--- src/rtl/load_store_unit.sv ---
// ============================================================================
// Module      : load_store_unit
// Description : RV32I load/store front end for main_mem. It produces
//               word-addressed accesses and extends load data. It raises
//               misalignment exceptions and sequences FENCE.I.
// Revision    : 1.0 - initial release
// ============================================================================
`default_nettype none

module load_store_unit #(
    parameter int ADDR_W = 14
) (
    input  logic              i_clk,
    input  logic              i_rst,
    input  logic              i_req_valid,
    input  logic              i_req_store,
    input  logic              i_req_fence_i,
    input  logic [2:0]        i_funct3,
    input  logic [31:0]       i_addr,
    input  logic [31:0]       i_wdata,
    output logic              o_req_ready,
    output logic              o_resp_valid,
    output logic [31:0]       o_resp_rdata,
    output logic              o_exc_misaligned,
    output logic [31:0]       o_exc_addr,
    output logic              o_dm_ren,
    output logic              o_dm_wen,
    output logic [3:0]        o_dm_ben,
    output logic [ADDR_W-1:0] o_dm_addr,
    output logic [31:0]       o_dm_wdata,
    input  logic [31:0]       i_dm_rdata,
    output logic              o_fence_i,
    input  logic              i_mem_ready
);

    localparam logic [1:0] S_IDLE        = 2'd0;
    localparam logic [1:0] S_RESP        = 2'd1;
    localparam logic [1:0] S_FENCE_HOLD  = 2'd2;
    localparam logic [1:0] S_FENCE_DRAIN = 2'd3;

    logic [1:0]  r_state;
    logic [1:0]  w_next;
    logic [2:0]  r_funct3;
    logic [1:0]  r_off;
    logic        r_load;
    logic [31:0] r_exc_addr;

    logic        w_accept;
    logic        w_fence_acc;
    logic        w_ls_acc;
    logic        w_bad_f3;
    logic        w_mis;
    logic        w_go;
    logic [7:0]  w_byte;
    logic [15:0] w_half;
    logic [31:0] w_ext;
    logic        w_unused_addr;

    assign w_unused_addr = ^i_addr[31:ADDR_W+2];

    assign w_accept    = i_req_valid && o_req_ready;
    assign w_fence_acc = w_accept && i_req_fence_i;
    assign w_ls_acc    = w_accept && !i_req_fence_i;

    // funct3[1:0] carries the access size; 011/110/111 have no RV32I meaning
    assign w_bad_f3 = (i_funct3 == 3'b011) || (i_funct3[2:1] == 2'b11);
    assign w_mis    = w_bad_f3
                   || ((i_funct3[1:0] == 2'b01) && i_addr[0])
                   || ((i_funct3[1:0] == 2'b10) && (i_addr[1:0] != 2'b00));
    assign w_go     = w_ls_acc && !w_mis;

    assign o_exc_misaligned = w_ls_acc && w_mis;
    assign o_exc_addr       = r_exc_addr;

    // State register
    always_ff @(posedge i_clk) begin
        if (i_rst) begin
            r_state <= S_IDLE;
        end else begin
            r_state <= w_next;
        end
    end

    // Next-state logic
    always_comb begin
        w_next = S_IDLE;
        case (r_state)
            S_IDLE, S_RESP: begin
                if (w_fence_acc) begin
                    w_next = S_FENCE_HOLD;
                end else if (w_go) begin
                    w_next = S_RESP;
                end else begin
                    w_next = S_IDLE;
                end
            end
            // main_mem only drops ready one cycle after the fence pulse
            S_FENCE_HOLD:  w_next = S_FENCE_DRAIN;
            S_FENCE_DRAIN: w_next = i_mem_ready ? S_IDLE : S_FENCE_DRAIN;
            default:       w_next = S_IDLE;
        endcase
    end

    // FSM outputs
    always_comb begin
        o_req_ready  = 1'b0;
        o_resp_valid = 1'b0;
        o_fence_i    = 1'b0;
        if (!i_rst) begin
            o_req_ready  = ((r_state == S_IDLE) || (r_state == S_RESP)) && i_mem_ready;
            o_resp_valid = (r_state == S_RESP)
                        || ((r_state == S_FENCE_DRAIN) && i_mem_ready);
            o_fence_i    = i_req_valid && i_req_fence_i && o_req_ready;
        end
    end

    always_ff @(posedge i_clk) begin
        if (i_rst) begin
            r_funct3   <= 3'b000;
            r_off      <= 2'b00;
            r_load     <= 1'b0;
            r_exc_addr <= 32'h0;
        end else begin
            if (w_go) begin
                r_funct3 <= i_funct3;
                r_off    <= i_addr[1:0];
                r_load   <= !i_req_store;
            end
            if (o_exc_misaligned) begin
                r_exc_addr <= i_addr;
            end
        end
    end

    always_comb begin
        o_dm_ren   = w_go && !i_req_store;
        o_dm_wen   = w_go && i_req_store;
        o_dm_addr  = w_go ? i_addr[ADDR_W+1:2] : '0;
        o_dm_ben   = 4'b0000;
        o_dm_wdata = 32'h0;
        if (w_go && i_req_store) begin
            case (i_funct3[1:0])
                2'b00: begin
                    o_dm_ben   = 4'b0001 << i_addr[1:0];
                    o_dm_wdata = {4{i_wdata[7:0]}};
                end
                2'b01: begin
                    o_dm_ben   = i_addr[1] ? 4'b1100 : 4'b0011;
                    o_dm_wdata = {2{i_wdata[15:0]}};
                end
                default: begin
                    o_dm_ben   = 4'b1111;
                    o_dm_wdata = i_wdata;
                end
            endcase
        end
    end

    always_comb begin
        case (r_off)
            2'd0:    w_byte = i_dm_rdata[7:0];
            2'd1:    w_byte = i_dm_rdata[15:8];
            2'd2:    w_byte = i_dm_rdata[23:16];
            default: w_byte = i_dm_rdata[31:24];
        endcase
        w_half = r_off[1] ? i_dm_rdata[31:16] : i_dm_rdata[15:0];
        case (r_funct3)
            3'b000:  w_ext = {{24{w_byte[7]}}, w_byte};
            3'b001:  w_ext = {{16{w_half[15]}}, w_half};
            3'b100:  w_ext = {24'h0, w_byte};
            3'b101:  w_ext = {16'h0, w_half};
            default: w_ext = i_dm_rdata;
        endcase
        o_resp_rdata = (!i_rst && (r_state == S_RESP) && r_load) ? w_ext : 32'h0;
    end

endmodule

`default_nettype wire

--- config.mk ---
export PLATFORM = sky130hd
export DESIGN_NAME = load_store_unit
export DESIGN_NICKNAME = d
export VERILOG_FILES = /design/src/rtl/load_store_unit.sv
export SDC_FILE = /design/constraint.sdc
export NUM_CORES = 1
export LEC_CHECK = 0
export ABC_AREA = 1
export CAP_MARGIN = 40
export CORE_MARGIN = 5
export CORE_UTILIZATION = 30
export CTS_BUF_LIST = sky130_fd_sc_hd__clkbuf_8
export DETAILED_ROUTE_END_ITERATION = 10
export PLACE_DENSITY = 0.72
export REMOVE_ABC_BUFFERS = 1
export SLEW_MARGIN = 20
export SYNTH_ARGS = -nofsm -noshare
export SYNTH_HDL_FRONTEND = slang
export SYNTH_SLANG_ARGS = --single-unit
--- constraint.sdc ---
create_clock -name i_clk -period 1.9 [get_ports i_clk]
set_input_delay 0.19 -clock i_clk [delete_from_list [all_inputs] [get_ports i_clk]]
set_output_delay 0.19 -clock i_clk [all_outputs]
set_load 0.05 [all_outputs]
congestion.png
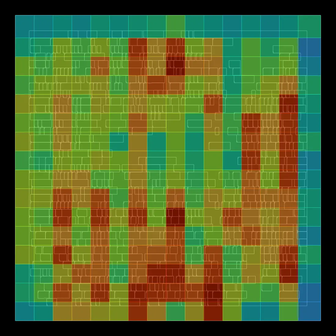
Avg WL per Cell: 15.0 um
gr usage total: 0.208
met2 Track Usage GR: 0.389
Util after Layout: 0.682

logic_types.png
(4 px per um)
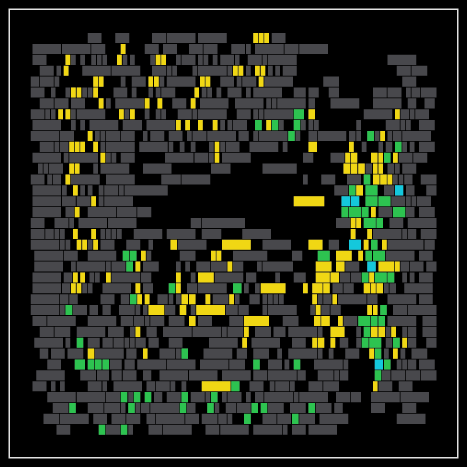
Key: aoi and oai cells = green [cells 69, most used o21ai_0]; nand cells = yellow [cells 152, most used nand2_1]; and/or cells = cyan [cells 6, most used or2_2, where east]
Layout Cells excl Fill: 941
most numerous logic cell after layout: clkdlybuf4s50_1

==> Changelog: implementation <==
### Metrics

* Reg2reg end: o_exc_addr[2]
* Clock tree buffer depth at 2
* Worst EP arrival at 1.69 ns
* Yosys stat area at 0.00311 mm2
* First-pass GRT wire length at 21.7 mm
* Total power draw at 2480 uW
* Max Cap Viol at 0
* Distinct lib cells at 29
* Clock transition at the registers of the reported paths at 0.08 ns
* Worst Setup End Kind: output pin
* Min Tclk post-route at 1.88 ns
* Final hold vios at 0
* Leak Pwr at 0.00296 uW
* Chip area at 0.0125 mm2
* Grt total ovfl at 0
* Gate Area at 0.00228 mm2
* Clock sinks at 40
* Final setup violation count at 0
* Count of tool warnings at 27
* Register area share after synthesis at 0.258
* Drt total wl at 14.1 mm
* Antenna violations before repair at 1
* Crit path to: o_dm_wdata[11]
* Detailed placer's ending HPWL at 10.6 mm
* R2R Path Start: r_state[1]
* Clk root buf: clkbuf_8
* Post-DP Area at 0.00630 mm2
* Period utilization at 0.990
* Registers, synthesis at 40
* Crit. Startpoint: i_mem_ready
* Layout Skew at 0.00939 ns
* Critical Path Fanout Max at 8
* Initial DRC count at 274
* Area of the mapped netlist at 0.00311 mm2
* Yosys warns at 0
* Fmax at 532 MHz
* Vias/cell at 4.67
* Vias in the first global route at 4506
* CTS tree: done
* Site row count at 37
* Die Ht at 112 um
* Final instance area at 0.00698 mm2
* Worst vdd ir at 0.330 mV
* Synthesized instance count at 560
* Slew Viols, Final at 0
* Inserted Clock Buffers at 5
* Pre-antenna DRT Iters at 5
* Core area at 0.0102 mm2
* Slew @ Worst Pin at 0.590 ns
* DP Worst Slack at -0.127 ns
* Crit Path Category: input port to output pin
* Htree depth at 2
* Nets at 909
* Status: finished, final reports clean
* Most frequent cells in the layout: 129 x clkdlybuf4s50_1, 126 x nor2_1, 111 x nand2_1
* Max-slew headroom at 0.606
* Power Dens Cells at 355 mW/mm2
* Post-DRT Antenna Nets at 0
* I/O pin total at 225
* Fillers at 841
* PortBufs at 224
* Final Wtd Congestion at 0.846
* RSZ-0062 raised after global routing: yes
* Worst reg2reg path depth at 8
* Syn-to-layout area delta at 125%
* Vias at 4399
* Die width at 112 um
* Yosys cell count at 560
* Worst endpoint required time at 1.71 ns
* Share of layout cells above drive strength 1 at 0.305
* Fp util at 0.304
* Setup WS post-layout at 0.0198 ns
* Later-pin clock latency in the skew report at 0.28 ns
* Drt drc at 0
* Synth Area per Inst at 5.55 um2
* Flop area at 810 um2
* Critical Path Start Type: input port
* Worst min path class: input port to register
* Largest net degree at the start of global routing at 47
* Setup slack, reg-to-reg at 0.41 ns
power breakdown:
| group | total [uW] | switching (uW) | internal [uW] |
|---|---|---|---|
| logic | 809 | 420 | 388 |
| clock network | 795 | 278 | 517 |
| registers | 873 | 14.6 | 858 |
worst min path at each step:
stage               cells past startpoint           start        endpoint
finish                                  3           i_rst      r_state[1]
global route                            3           i_rst      r_state[0]
CTS                                     3           i_rst      r_state[0]
detailed placement                      2  o_exc_addr[30]  o_exc_addr[30]
global placement                        2   o_exc_addr[9]   o_exc_addr[9]
floorplan                               1           i_rst      r_state[0]
cell usage after synthesis, drive strengths merged:
cell | number | area [um2]
nor2 | 192 | 779
nand2 | 118 | 470
inv | 64 | 240
dfxtp | 40 | 801
o21ai | 36 | 180
a21oi | 29 | 145
nand3 | 27 | 140
buf | 21 | 154
clkbuf | 9 | 33.8
nor3 | 7 | 35.0
or2 | 6 | 37.5
nand4 | 3 | 33.8
o21a | 2 | 15.0
o22ai | 2 | 12.5
a211oi | 1 | 7.51
clkinv | 1 | 5.00
nand3b | 1 | 7.51
o211ai | 1 | 7.51
critical path: stages:
cell and delay, ns:
clkdlybuf4s50_1 0.53, nand4_4 0.18, nor2_8 0.18, buf_12 0.15
nand2_8 0.12, nor2_4 0.17, buf_12 0.15
routing by layer:
layer  GRT usage  vias up  wire, um  part of all wire
met2       0.389      196      7320              0.52
met4      0.0576        0       349             0.025
li1            -     2199         -                 -
met5           0        -         0                 0
met3      0.0690       29      1250             0.089
met1       0.221     1975      5150              0.37
through the flow:
stage | util | hold slack, ns | setup TNS, ns | instances
CTS | 0.659 | 0.422 | -0.00439 | 937
detailed placement | 0.616 | 0.472 | -5.44 | 923
floorplan | - | 0.259 | -30.08 | 530
finish | 0.682 | 0.424 | 0 | 941
global route | 0.682 | 0.437 | -1.04 | 941
global placement | 0.616 | 0.462 | -3.28 | 923
kinds of logic (layout without fill, tap and decap cells):
family                 count (synthesis)  after routing  share of synthesized area
AOI/OAI and AO/OA                     71             71                      0.118
buffers and inverters                 95            336                      0.139
DFF                                   40             40                      0.258
other                                  0              1                          0
and+or+nand+nor                      354            357                      0.484
state kept, by name, summed over array words and instances (netlist names):
register    flops
o_exc_addr     32
r_funct3        3
r_off           2
r_state         2
r_load          1
layout make-up:
type | count | share of cell area
multi-input cells | 428 | 0.326
flip-flops and latches | 40 | 0.116
diodes | 1 | 0.000358
clock inverters | 2 | 0.00860
repair buffers | 264 | 0.478
well taps | 136 | 0.0244
inverters | 65 | 0.0364
clock buffers | 5 | 0.00986
what timing repair did:
item,4_1_cts,5_1_grt
pin swaps,8,8
resized,81,55
buffers inserted,4,3
hold buffers,0,0
endpoints found under the setup margin,80,54
cloned,3,1
Power and IR drop assume default switching activity.
